File: config.mk
export PLATFORM = sky130hd
export DESIGN_NAME = lab2_input_conditioner_flat
export DESIGN_NICKNAME = d
export VERILOG_FILES = /design/src/rtl/lab2_input_conditioner_if.sv /design/src/rtl/lab2_input_conditioner.sv /design/src/flat_wrapper.sv
export SDC_FILE = /design/constraint.sdc
export NUM_CORES = 1
export LEC_CHECK = 0
export ABC_AREA = 1
export CORE_ASPECT_RATIO = 2
export CORE_MARGIN = 1
export CORE_UTILIZATION = 55
export DETAILED_ROUTE_END_ITERATION = 7
export GPL_ROUTABILITY_DRIVEN = 0
export PLACE_DENSITY = 0.73
export SYNTH_ARGS = -nofsm -noshare
export SYNTH_HDL_FRONTEND = slang
export SYNTH_SLANG_ARGS = --single-unit
File: constraint.sdc
create_clock -name clk -period 1.95 [get_ports clk]
set_clock_uncertainty 0.2 [all_clocks]
set_input_delay 0.585 -clock clk [delete_from_list [all_inputs] [get_ports clk]]
set_output_delay 0.585 -clock clk [all_outputs]
set_load 0.02 [all_outputs]
File: src/rtl/lab2_input_conditioner_if.sv
// lab2_input_conditioner_if: bundles the raw board inputs and the conditioned outputs
//   btn_raw/sw_raw       : raw pushbuttons and slide switches (master drives)
//   btn_level/btn_pulse  : debounced button level and press strobe (slave drives)
//   d_sync               : synchronised switch value (slave drives)
interface lab2_input_conditioner_if #(
  parameter int NUM_BTN = 3,
  parameter int DATA_W  = 8
);
  logic [NUM_BTN-1:0] btn_raw;
  logic [NUM_BTN-1:0] btn_level;
  logic [NUM_BTN-1:0] btn_pulse;
  logic [DATA_W-1:0]  sw_raw;
  logic [DATA_W-1:0]  d_sync;
  modport master (output btn_raw, sw_raw, input btn_level, btn_pulse, d_sync);
  modport slave  (input btn_raw, sw_raw, output btn_level, btn_pulse, d_sync);
endinterface

File: src/rtl/lab2_input_conditioner.sv
// lab2_input_conditioner: synchronises, debounces and edge-detects pushbuttons; synchronises switches
//   clk : system clock, rising edge
//   rst : asynchronous active-low reset
//   io  : lab2_input_conditioner_if.slave (btn_raw, sw_raw in; btn_level, btn_pulse, d_sync out)
//   Optional BTN_AUTOREPEAT_EN: held buttons re-pulse every REPEAT_CYCLES cycles.
module lab2_input_conditioner #(
  parameter int NUM_BTN         = 3,
  parameter int DATA_W          = 8,
  parameter int DEBOUNCE_CYCLES = 1000000,
  parameter int REPEAT_CYCLES   = 50000000
) (
  input logic clk,
  input logic rst,
  lab2_input_conditioner_if.slave io
);
  localparam int CW = $clog2(DEBOUNCE_CYCLES) + 1;
  logic [NUM_BTN-1:0] b1_q, s_q, lvl_q, lvl_d, pls_q, pls_d, chg, acc;
  logic [DATA_W-1:0]  w1_q, d_q;
  logic [CW-1:0]      cnt_q [NUM_BTN];
  logic [CW-1:0]      cnt_d [NUM_BTN];
`ifdef BTN_AUTOREPEAT_EN
  localparam int RW = $clog2(REPEAT_CYCLES) + 1;
  logic [RW-1:0]      rep_q [NUM_BTN];
  logic [RW-1:0]      rep_d [NUM_BTN];
  logic [NUM_BTN-1:0] hit;
`endif
  always_comb begin
    chg = s_q ^ lvl_q;
    acc = '0;
`ifdef BTN_AUTOREPEAT_EN
    hit = '0;
`endif
    for (int i = 0; i < NUM_BTN; i++) begin
      // cnt counts edges already seen in the changed state; the D-th such edge accepts
      acc[i] = chg[i] && (cnt_q[i] == CW'(DEBOUNCE_CYCLES - 1));
      cnt_d[i] = (chg[i] && !acc[i]) ? cnt_q[i] + CW'(1) : '0;
`ifdef BTN_AUTOREPEAT_EN
      // repeat timer runs only while the level is settled high; release or a fresh press clears it
      hit[i] = lvl_q[i] && !acc[i] && (rep_q[i] == RW'(REPEAT_CYCLES - 1));
      rep_d[i] = (lvl_q[i] && !acc[i] && !hit[i]) ? rep_q[i] + RW'(1) : '0;
`endif
    end
    lvl_d = lvl_q ^ acc;
`ifdef BTN_AUTOREPEAT_EN
    pls_d = (acc & ~lvl_q) | hit;
`else
    pls_d = acc & ~lvl_q;
`endif
  end
  always_ff @(posedge clk or negedge rst) begin
    if (!rst) begin
      b1_q  <= '0;
      s_q   <= '0;
      w1_q  <= '0;
      d_q   <= '0;
      lvl_q <= '0;
      pls_q <= '0;
      cnt_q <= '{default: '0};
    end else begin
      b1_q  <= io.btn_raw;
      s_q   <= b1_q;
      w1_q  <= io.sw_raw;
      d_q   <= w1_q;
      lvl_q <= lvl_d;
      pls_q <= pls_d;
      cnt_q <= cnt_d;
    end
  end
`ifdef BTN_AUTOREPEAT_EN
  always_ff @(posedge clk or negedge rst) begin
    if (!rst) rep_q <= '{default: '0};
    else      rep_q <= rep_d;
  end
`endif
  assign io.btn_level = lvl_q;
  assign io.btn_pulse = pls_q;
  assign io.d_sync    = d_q;
endmodule

File: src/flat_wrapper.sv
// flat-port wrapper written by rule: the top's interface ports become plain ports
module lab2_input_conditioner_flat 
#(
  parameter int NUM_BTN         = 3,
  parameter int DATA_W          = 8,
  parameter int DEBOUNCE_CYCLES = 1000000,
  parameter int REPEAT_CYCLES   = 50000000
)
  (clk, rst, io_btn_raw, io_sw_raw, io_btn_level, io_btn_pulse, io_d_sync);
  lab2_input_conditioner_if #(.NUM_BTN(NUM_BTN), .DATA_W(DATA_W)) io_i ();
  input logic clk;
  input logic rst;
  input wire logic [$bits(io_i.btn_raw)-1:0] io_btn_raw;
  input wire logic [$bits(io_i.sw_raw)-1:0] io_sw_raw;
  output wire logic [$bits(io_i.btn_level)-1:0] io_btn_level;
  output wire logic [$bits(io_i.btn_pulse)-1:0] io_btn_pulse;
  output wire logic [$bits(io_i.d_sync)-1:0] io_d_sync;
  assign io_i.btn_raw = io_btn_raw;
  assign io_i.sw_raw = io_sw_raw;
  assign io_btn_level = io_i.btn_level;
  assign io_btn_pulse = io_i.btn_pulse;
  assign io_d_sync = io_i.d_sync;
  lab2_input_conditioner #(.NUM_BTN(NUM_BTN), .DATA_W(DATA_W), .DEBOUNCE_CYCLES(DEBOUNCE_CYCLES), .REPEAT_CYCLES(REPEAT_CYCLES)) u_core (.clk(clk), .rst(rst), .io(io_i));
endmodule
==> qor.txt, run 1 <==
Outcome - finished clean
Reg2Reg Setup Slack - 0.18 ns
Worst slew margin - 67.8%
Slowest stage delay, CP - 0.41 ns
Hold WC Path Type - primary input to async pin
Hold_ws - 0.0707 ns
Synth area leader - dfrtp_1
Max Freq - 530 MHz
Unrepaired setup endpoints after global routing - false
Iteration-0 DRC Markers - 286
Most frequent logic cells in the routed design - nor2_1 (143), nand2_1 (135), dfrtp_1 (91)
Critical Path AT - 1.10 ns
Synth Area in XOR/XNOR - 5.92%
MUX share of area - 0%
Pwr dens - 751 mW/mm^2
Synth unique cells - 25
Max-slew violations - 0
CTS buffer count - 9
CP Launch Type - flop
Tot Pwr - 3.84 mW
Diode count - 0
Avg WL per Cell - 13.5 um
Fin. Hold Viols - 0
Reg power frac - 50.7%
Chip Height - 129 um
Nets@finish - 604
Pre-antenna DRT Iters - 4
Yosys stat area - 0.00444 sq mm
Worst path top cell family by delay - flip-flops
DP Area - 0.00484 sq mm
DRC Markers - 0
Placed Instances - 673
Seq share, synth - 51.3%
CTS tree - built
Clock power frac - 45.1%
Ys cells - 550
CP max FO - 4
FF+latch count, synth - 91
Worst-margin pin slew - 0.482 ns
Grt total ovfl - 0
Power in combinational cells - 161 uW
Most numerous logic cell after layout - nor2_1
CP Depth - 1
Period utilisation layout - 96.8%
Pre-CTS setup slack - 0.160 ns
Peak supply drop - 0.583 mV
Async set or reset register ratio after synthesis - 100%
Sw power - 944 uW
Slowest CP cell - dfrtp_1
Synthesized instance count - 550
Hpwl dp - 6680 um
Adder share - 0.846%
Pwr top - sequential cells
Worst setup path end - io_btn_level[0]
CP Capture Type - output pin
Largest net degree at the start of global routing - 92
Critical-path cell list - dlygate4sd2_1
Non-Filler Instances - 689
Tot GR Track Use - 24.4%
Buffer count from post-CTS setup fixing - 0
Post-synth top cells - nor2_1 (143), nand2_1 (135), dfrtp_1 (91)
Initial antenna violation count - 0
Antenna Nets Post-Route - 0
Post-synth top area share - 51.3%
Synth Net Count - 566
CTS H-tree lvls - 3
Layout cells sized above 1 - 7.08%
Max Cap Viol - 0
Static Leak - 2.19 nW
Int Pwr - 2.90 mW
Clock sinks - 91
Die ar. - 0.00845 sq mm
Yosys warning count - 0
R2R Path End - u_core.cnt_q[52]
Tool warnings - 26
Worst-Skew Late Latency - 0.35 ns
First-pass GRT wire length - 15400 um
Top_reg_cell synth - dfrtp_1
Vias/cell - 5.23
Cell Area, Synth - 0.00444 sq mm
Worst path required time - 1.16 ns
Setup TNS - 0 ns
Reg2reg start - u_core.cnt_q[43]
Clock tree buffer depth - 2
Num ports - 27
Top logic family - simple AND/OR/NAND/NOR gates
AND-OR/OR-AND Cells, Area Fraction - 2.88%
Clock slew at reported path FFs - 0.07 ns
Root Driver - clkbuf_16
Die width - 65.5 um
Via Count - 3603
Final WL - 9320 um
Worst path bufs/invs - 1
Post-route minimum period - 1.89 ns
Port buffer count - 26
Clk pwr - 1.73 mW
Comb pwr share - 4.2%
And+or+nand+nor area frac - 34.0%
Net Sw Frac - 24.6%
Synth top area cells - dfrtp_1 (51%), nor2_1 (12%), nand2_1 (11%)
Post-synth EDFFs - 0
Vias in the first global route - 3507
Hold-fix buffers, CTS - 0
Syn_area_per_cell - 8.07 sq um
R2R depth - 8
Final setup fails - 0
Critical path class - flop to output pin
Post-CTS Resized - 14
Top-count cell post-synth - nor2_1
## run 1: state kept, by name, summed over array words and instances, names as in the netlist, named ones only
register	cells
u_core.b1_q	3
u_core.cnt_q	63
u_core.io.btn_pulse	3
u_core.io.d_sync	8
u_core.s_q	3
u_core.w1_q	8
## run 1: metal layers
layer | track usage [%] | vias to the layer above | part of all wire (%)
li1 | - | 1795 | -
met1 | 25.6 | 1686 | 38
met3 | 5.28 | 33 | 3.0
met4 | 14.6 | 0 | 4.4
met5 | 0 | - | 0
met2 | 43.4 | 89 | 55
## run 1: final cells by class
class	instances	area, sq um
inverters	49	184
multi-input cells	406	1940
repair buffers	31	303
well taps	96	120
fillers	651	2770
clock inverters	7	71.3
clock buffers	9	225
flip-flops and latches	91	2280
Fig. 1: run 1, placed cells, one color a class
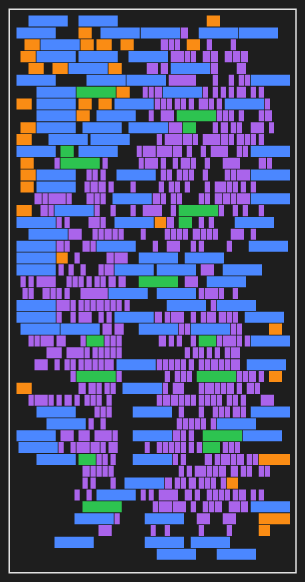
clock drivers and dummy loads: marked green, cells 16, share of their area 5.9%. remaining buffers and delay cells: marked orange, cells 31, share of their area 6.1%. sequential cells: marked blue, cells 91, share of their area 46%. remaining logic cells: marked purple, cells 455, share of their area 42%.
Core Util, Final: 64.9%
Rows: 46
Design Area, Final: 0.00512 sq mm
Core ar.: 0.00789 sq mm
Seq/total area: 44.5%

Fig. 2: run 1, sequential cells grouped by signal name
Other sequential cells in the stronger gray, the rest of the logic in the fainter gray.
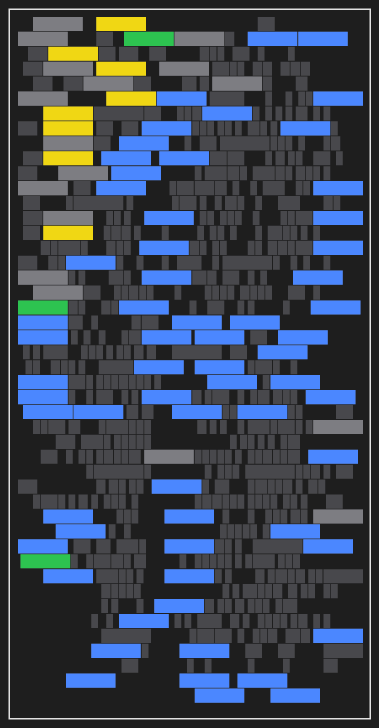
u_core.cnt_q: marked blue, sequential cells 63, where widely spread. u_core.b1_q: marked green, sequential cells 3. u_core.io.d_sync: marked yellow, sequential cells 8, where upper left.
Another 17 sequential cells are not colored.
Seq group: 1.95 mW
Reg area: 0.00228 sq mm

Fig. 3: run 1, cell sizes after repair
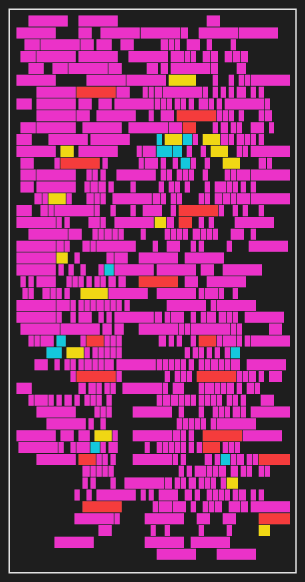
x3 and x4: marked yellow, cells 14, share 2.4%. x6 and larger: marked red, cells 17, share 2.9%. x1 and smaller: marked magenta, cells 551, share 93%. x2: marked cyan, cells 11, share 1.9%.
Area growth syn-to-layout: 15.4%
Non-CTS buffers: 31
Final WS setup: 0.0624 ns

Fig. 4: run 1, cell area per tile
The die is cut into 7 by 13 equal tiles; black is low, pale yellow is high, 0 to 100% covered.
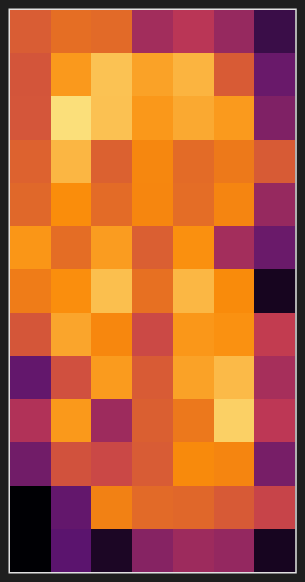
The fullest tile reaches 93%. The mean over all tiles is 59%. 2.2% of the tiles are nearly empty.
FP Core Util: 56.3%

==> run 2, diff against run 1 <==
Settings changed: CAP_MARGIN from default to 20, CORE_MARGIN 1 to default, SETUP_SLACK_MARGIN from default to 0.15.
Fig. 5: run 2, sequential cells grouped by signal name
Other sequential cells in the stronger gray, the rest of the logic in the fainter gray.
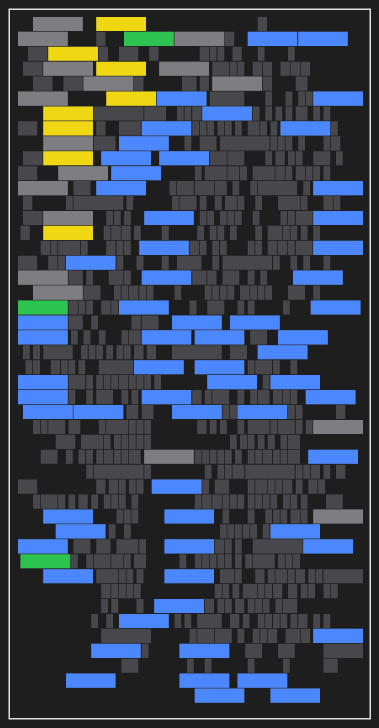
u_core.b1_q: marked green, sequential cells 3. u_core.io.d_sync: marked yellow, sequential cells 8, where upper left. u_core.cnt_q: marked blue, sequential cells 63, where widely spread.
Core Util, Final: 64.9%
Seq/total area: 44.5%

==> run 2 against run 1 <==
  * Die area is the same
  * Final cell count up 0.29%
  * Final area barely moved
  * Sequential power hardly changed
  * Critical path depth unchanged
  * Global-route usage is essentially flat
  * Sequential share of layout area barely moved
  * Critical path type unchanged
==> qor.txt, run 2 <==
DRC Markers - 0 (unchanged)
First-pass GRT wire length - 15400 um (about the same)
Area growth syn-to-layout - 15.3% (about the same)
Post-synth top cells - nor2_1 (143), nand2_1 (135), dfrtp_1 (91)
Clkbuf count - 9 (unchanged)
Max reg flops - 63 (unchanged)
Worst-Skew Late Latency - 0.35 ns (about the same)
Root Driver - clkbuf_16
Most numerous logic cell after layout - nor2_1
Worst-margin pin slew - 0.472 ns (-0.00968 ns)
Outcome - finished clean
Met3 WL - 214 um (-22%)
Worst path required time - 1.16 ns (about the same)
Pre-antenna DRT Iters - 5 (+1)
Antenna Nets Post-Route - 0 (unchanged)
Core ar. - 0.00789 sq mm (unchanged)
FF+latch count, synth - 91 (unchanged)
CP Launch Type - flop
Final WL - 9250 um (-0.75%)
Worst path top cell family by delay - flip-flops
Clock tree buffer depth - 2 (unchanged)
Critical-path cell list - clkdlybuf4s15_2
Synth area leader - dfrtp_1
Multi-input combinational area share - 38.2% (+0.31 points)
Tot GR Track Use - 24.4% (about the same)
Top-count cell post-synth - nor2_1
Chip Height - 129 um (unchanged)
Top_reg_cell synth - dfrtp_1
Async set or reset register ratio after synthesis - 100% (unchanged)
CP Depth - 1 (unchanged)
Sw power - 936 uW (-0.85%)
Synthesized instance count - 550 (unchanged)
Slowest stage delay, CP - 0.37 ns (-0.04 ns)
Nets@finish - 606 (+0.33%)
Net Sw Frac - 24.4% (-0.17 points)
Largest net degree at the start of global routing - 92 (unchanged)
Worst setup path end - io_d_sync[1]
Critical Path AT - 0.98 ns (-0.12 ns)
Max Cap Viol - 0 (unchanged)
Combinational gates - 406 (unchanged)
Post-CTS Resized - 36 (+22)
Final setup fails - 0 (unchanged)
Iteration-0 DRC Markers - 248 (-13%)
Syn_area_per_cell - 8.07 sq um (unchanged)
Max-slew violations - 0 (unchanged)
DP Area - 0.00484 sq mm (unchanged)
CP max FO - 1 (-3)
Int Pwr - 2.90 mW (about the same)
Setup TNS - 0 ns (unchanged)
Yosys stat area - 0.00444 sq mm (unchanged)
Max Used Layer - met4
Post-Route M1 WL - 3480 um (-2.0%)
Unrepaired setup endpoints after global routing - true
Clock-cell share - 5.80% (about the same)
Rows - 46 (unchanged)
Peak supply drop - 0.620 mV (+6.3%)
CTS buffer count - 9 (unchanged)
M1 GR Usage - 25.8% (+0.12 points)
Fin. Hold Viols - 0 (unchanged)
Comb area - 0.00195 sq mm (+0.71%)
Synth unique cells - 25 (unchanged)
Period utilisation layout - 90.3% (-6.5 points)
Clk pwr - 1.73 mW (about the same)
Post-synth top area share - 51.3% (unchanged)
Clock power frac - 45.0% (about the same)
Met2 WL - 5100 um (+0.24%)
Reg2Reg Setup Slack - 0.25 ns (+0.07 ns)
Flops - 91 (unchanged)
Hold_ws - 0.0725 ns (+0.00176 ns)
Hpwl dp - 6680 um (unchanged)
[run 2: netlist changes by cell type in the layout (fill, tap and decap cells not counted), sizes merged]
cell and delta:
clkbuf +8, dlygate4sd2 -14, clkdlybuf4s15 +3, buf +5
[run 2: cell families (layout without fill, tap and decap cells)]
kind of cell | Yosys count | after routing | share of synthesized area (%)
adders and majority gates | 3 | 3 | 0.846
AOI/OAI and AO/OA | 22 | 22 | 2.88
DFF | 91 | 91 | 51.3
buffers and inverters | 53 | 98 | 4.99
and+or+nand+nor | 351 | 351 | 34.0
xor gates and xnor gates | 30 | 30 | 5.92
Fig. 6: run 2, cell area per tile
The die is cut into 7 by 13 equal tiles; black is low, pale yellow is high, 0 to 100% covered.
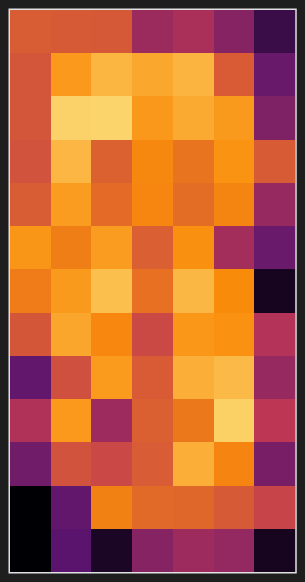

==> run 3, diff against run 2 <==
Settings changed: MAX_ROUTING_LAYER from default to met4, SKIP_LAST_GASP from default to 1.
Fig. 7: run 3, cell area per tile
The die is cut into 7 by 13 equal tiles; black is low, pale yellow is high, 0 to 100% covered.
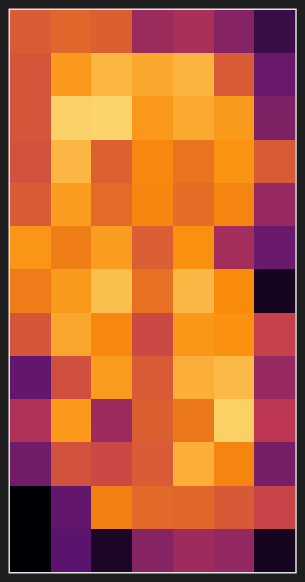
30% of the tiles are over 75% full. 2.2% of the tiles are nearly empty. The mean over all tiles is 59%. The fullest tile reaches 91%. The emptiest ninth of the die: lower left.
Core Util, Final: 65.0%

==> run 3 against run 2 <==
  * Sequential share of layout area decreased by 0.087 points
  * Core utilization grew 0.13 points
  * First-iteration DRC count rose by 0.40%
  * Flip-flop count is the same
  * Combinational power about the same
  * Power rose by 0.20%
  * Hold slack worse by 0.0026 ns
==> qor.txt, run 3 <==
Outcome - finished clean
Critical path class - flop to output pin
Reg power frac - 50.6%
Final WL - 9300 um (+0.52%)
Post-route minimum period - 1.78 ns
Peak supply drop - 0.620 mV (about the same)
CP max FO - 1 (unchanged)
First-pass GRT wire length - 15400 um (-0.13%)
Grt total ovfl - 0
Critical-path cell list - clkdlybuf4s15_1
Pwr dens - 750 mW/mm^2
Seq group - 1.95 mW
Slowest CP cell - dfrtp_1
Seq/total area - 44.4% (-0.087 points)
Period utilisation layout - 91.1% (+0.79 points)
Clock sinks - 91
Slowest stage delay, CP - 0.36 ns (about the same)
Setup TNS - 0 ns (unchanged)
Reg2reg start - u_core.cnt_q[43]
AND-OR/OR-AND Cells, Area Fraction - 2.88% (unchanged)
Hold WC Path Type - primary input to async pin
Tot Pwr - 3.84 mW
Post-synth top cells - nor2_1 (143), nand2_1 (135), dfrtp_1 (91)
Synth Net Count - 566
Worst path required time - 1.16 ns (about the same)
Flops - 91 (unchanged)
Largest Register - u_core.cnt_q
Hold_ws - 0.0699 ns (-0.00257 ns)
Yosys warning count - 0
Top-count cell post-synth - nor2_1
Max Freq - 563 MHz
Async set or reset register ratio after synthesis - 100% (unchanged)
Antenna Nets Post-Route - 0 (unchanged)
Worst-margin pin slew - 0.480 ns (+0.00799 ns)
Root Driver - clkbuf_16
CP Capture Type - output pin
And+or+nand+nor area frac - 34.0% (unchanged)
Clock slew at reported path FFs - 0.07 ns
Max Cap Viol - 0 (unchanged)
Net Sw Frac - 24.5% (+0.14 points)
Post-synth top area share - 51.3% (unchanged)
Post-synth EDFFs - 0
Non-clk buf share - 5.74%
Hold-fix buffers, CTS - 0
Chip Height - 129 um (unchanged)
Avg WL per Cell - 13.5 um
Design Area, Final - 0.00512 sq mm
Final setup fails - 0 (unchanged)
Fin. Hold Viols - 0 (unchanged)
Pre-CTS setup slack - 0.160 ns
Hpwl dp - 6680 um (unchanged)
Diode count - 0
Non-Filler Instances - 691
Tool warnings - 27
Most frequent logic cells in the routed design - nor2_1 (142), nand2_1 (135), dfrtp_1 (91)
Num ports - 27
Rows - 46 (unchanged)
FP Core Util - 56.3%
Multi-input combinational area share - 38.1% (-0.075 points)
Yosys stat area - 0.00444 sq mm (unchanged)
Power in combinational cells - 165 uW
Clk pwr - 1.73 mW (about the same)
CP Launch Type - flop
Clkbuf count - 9 (unchanged)
Synth unique cells - 25 (unchanged)
Top_reg_cell synth - dfrtp_1
Synthesized instance count - 550 (unchanged)
R2R depth - 8
Clock-cell share - 5.79% (-0.011 points)
Reg area - 0.00228 sq mm
Synth top area cells - dfrtp_1 (51%), nor2_1 (12%), nand2_1 (11%)
Combinational gates - 406 (unchanged)
Top logic family - simple AND/OR/NAND/NOR gates
Die width - 65.5 um
DRC Markers - 0 (unchanged)
Critical Path AT - 0.99 ns (about the same)
Placed Instances - 673
Ys cells - 550
Clock power frac - 45.1% (about the same)
CTS buffer count - 9 (unchanged)
CP Depth - 1 (unchanged)
Cell Area, Synth - 0.00444 sq mm
Static Leak - 2.17 nW
Max reg flops - 63 (unchanged)
DP Area - 0.00484 sq mm (unchanged)
Synth Area in XOR/XNOR - 5.92% (unchanged)
Initial antenna violation count - 0
Area growth syn-to-layout - 15.5%
FF+latch count, synth - 91 (unchanged)
Non-CTS buffers - 33
Via Count - 3587
Iteration-0 DRC Markers - 249 (+0.40%)
Vias/cell - 5.19
Layout cells sized above 1 - 9.92%
Worst-Skew Late Latency - 0.35 ns (about the same)
Core ar. - 0.00789 sq mm (unchanged)
Syn_area_per_cell - 8.07 sq um (unchanged)
Int Pwr - 2.90 mW (about the same)
Clock tree buffer depth - 2 (unchanged)
Seq share, synth - 51.3%
Unrepaired setup endpoints after global routing - false
Die ar. - 0.00845 sq mm
Pre-antenna DRT Iters - 4 (-1)
Non-clk invs - 49
Largest net degree at the start of global routing - 92 (unchanged)
Fillers - 648
MUX share of area - 0% (unchanged)
Tot GR Track Use - 25.0% (+0.64 points)
Synth area leader - dfrtp_1
Tap Count - 96
Adder share - 0.846% (unchanged)
Comb area - 0.00195 sq mm (unchanged)
Worst path top cell family by delay - flip-flops
Sw power - 943 uW (+0.76%)
Nets@finish - 606 (unchanged)
Worst path bufs/invs - 1
Most numerous logic cell after layout - nor2_1
CTS tree - built
Max-slew violations - 0 (unchanged)
Vias in the first global route - 3509
Cell class ranked first by area - sequential cells
-- run 3: cell counts after synthesis --
No cell type changed its count.
-- run 3: layer usage --
metal  track usage, %  routed length, um  vias up
met5                -                  0        -
li1                 -                  -     1799
met3             3.70                248       34
met1             25.7               3560     1674
met4             16.1                422        0
met2             43.3               5070       80
-- run 3: repair_timing --
action,4_1_cts,5_1_grt
gates resized,36,11
setup endpoints to repair,14,34
setup buffers,0,2
-- run 3: worst paths after layout --
check / slack, ns / endpoint
worst max-delay path: 0.17 / io_d_sync[7]
worst min-delay path: 0.07 / u_core.cnt_q[62]
worst max register to register: 0.25 / u_core.cnt_q[52]
worst min register to register: 0.15 / u_core.io.d_sync[0]
max in group asynchronous: 1.12 / u_core.cnt_q[14]
min in group clk: 0.15 / u_core.io.d_sync[0]
Power and IR drop assume default switching activity.
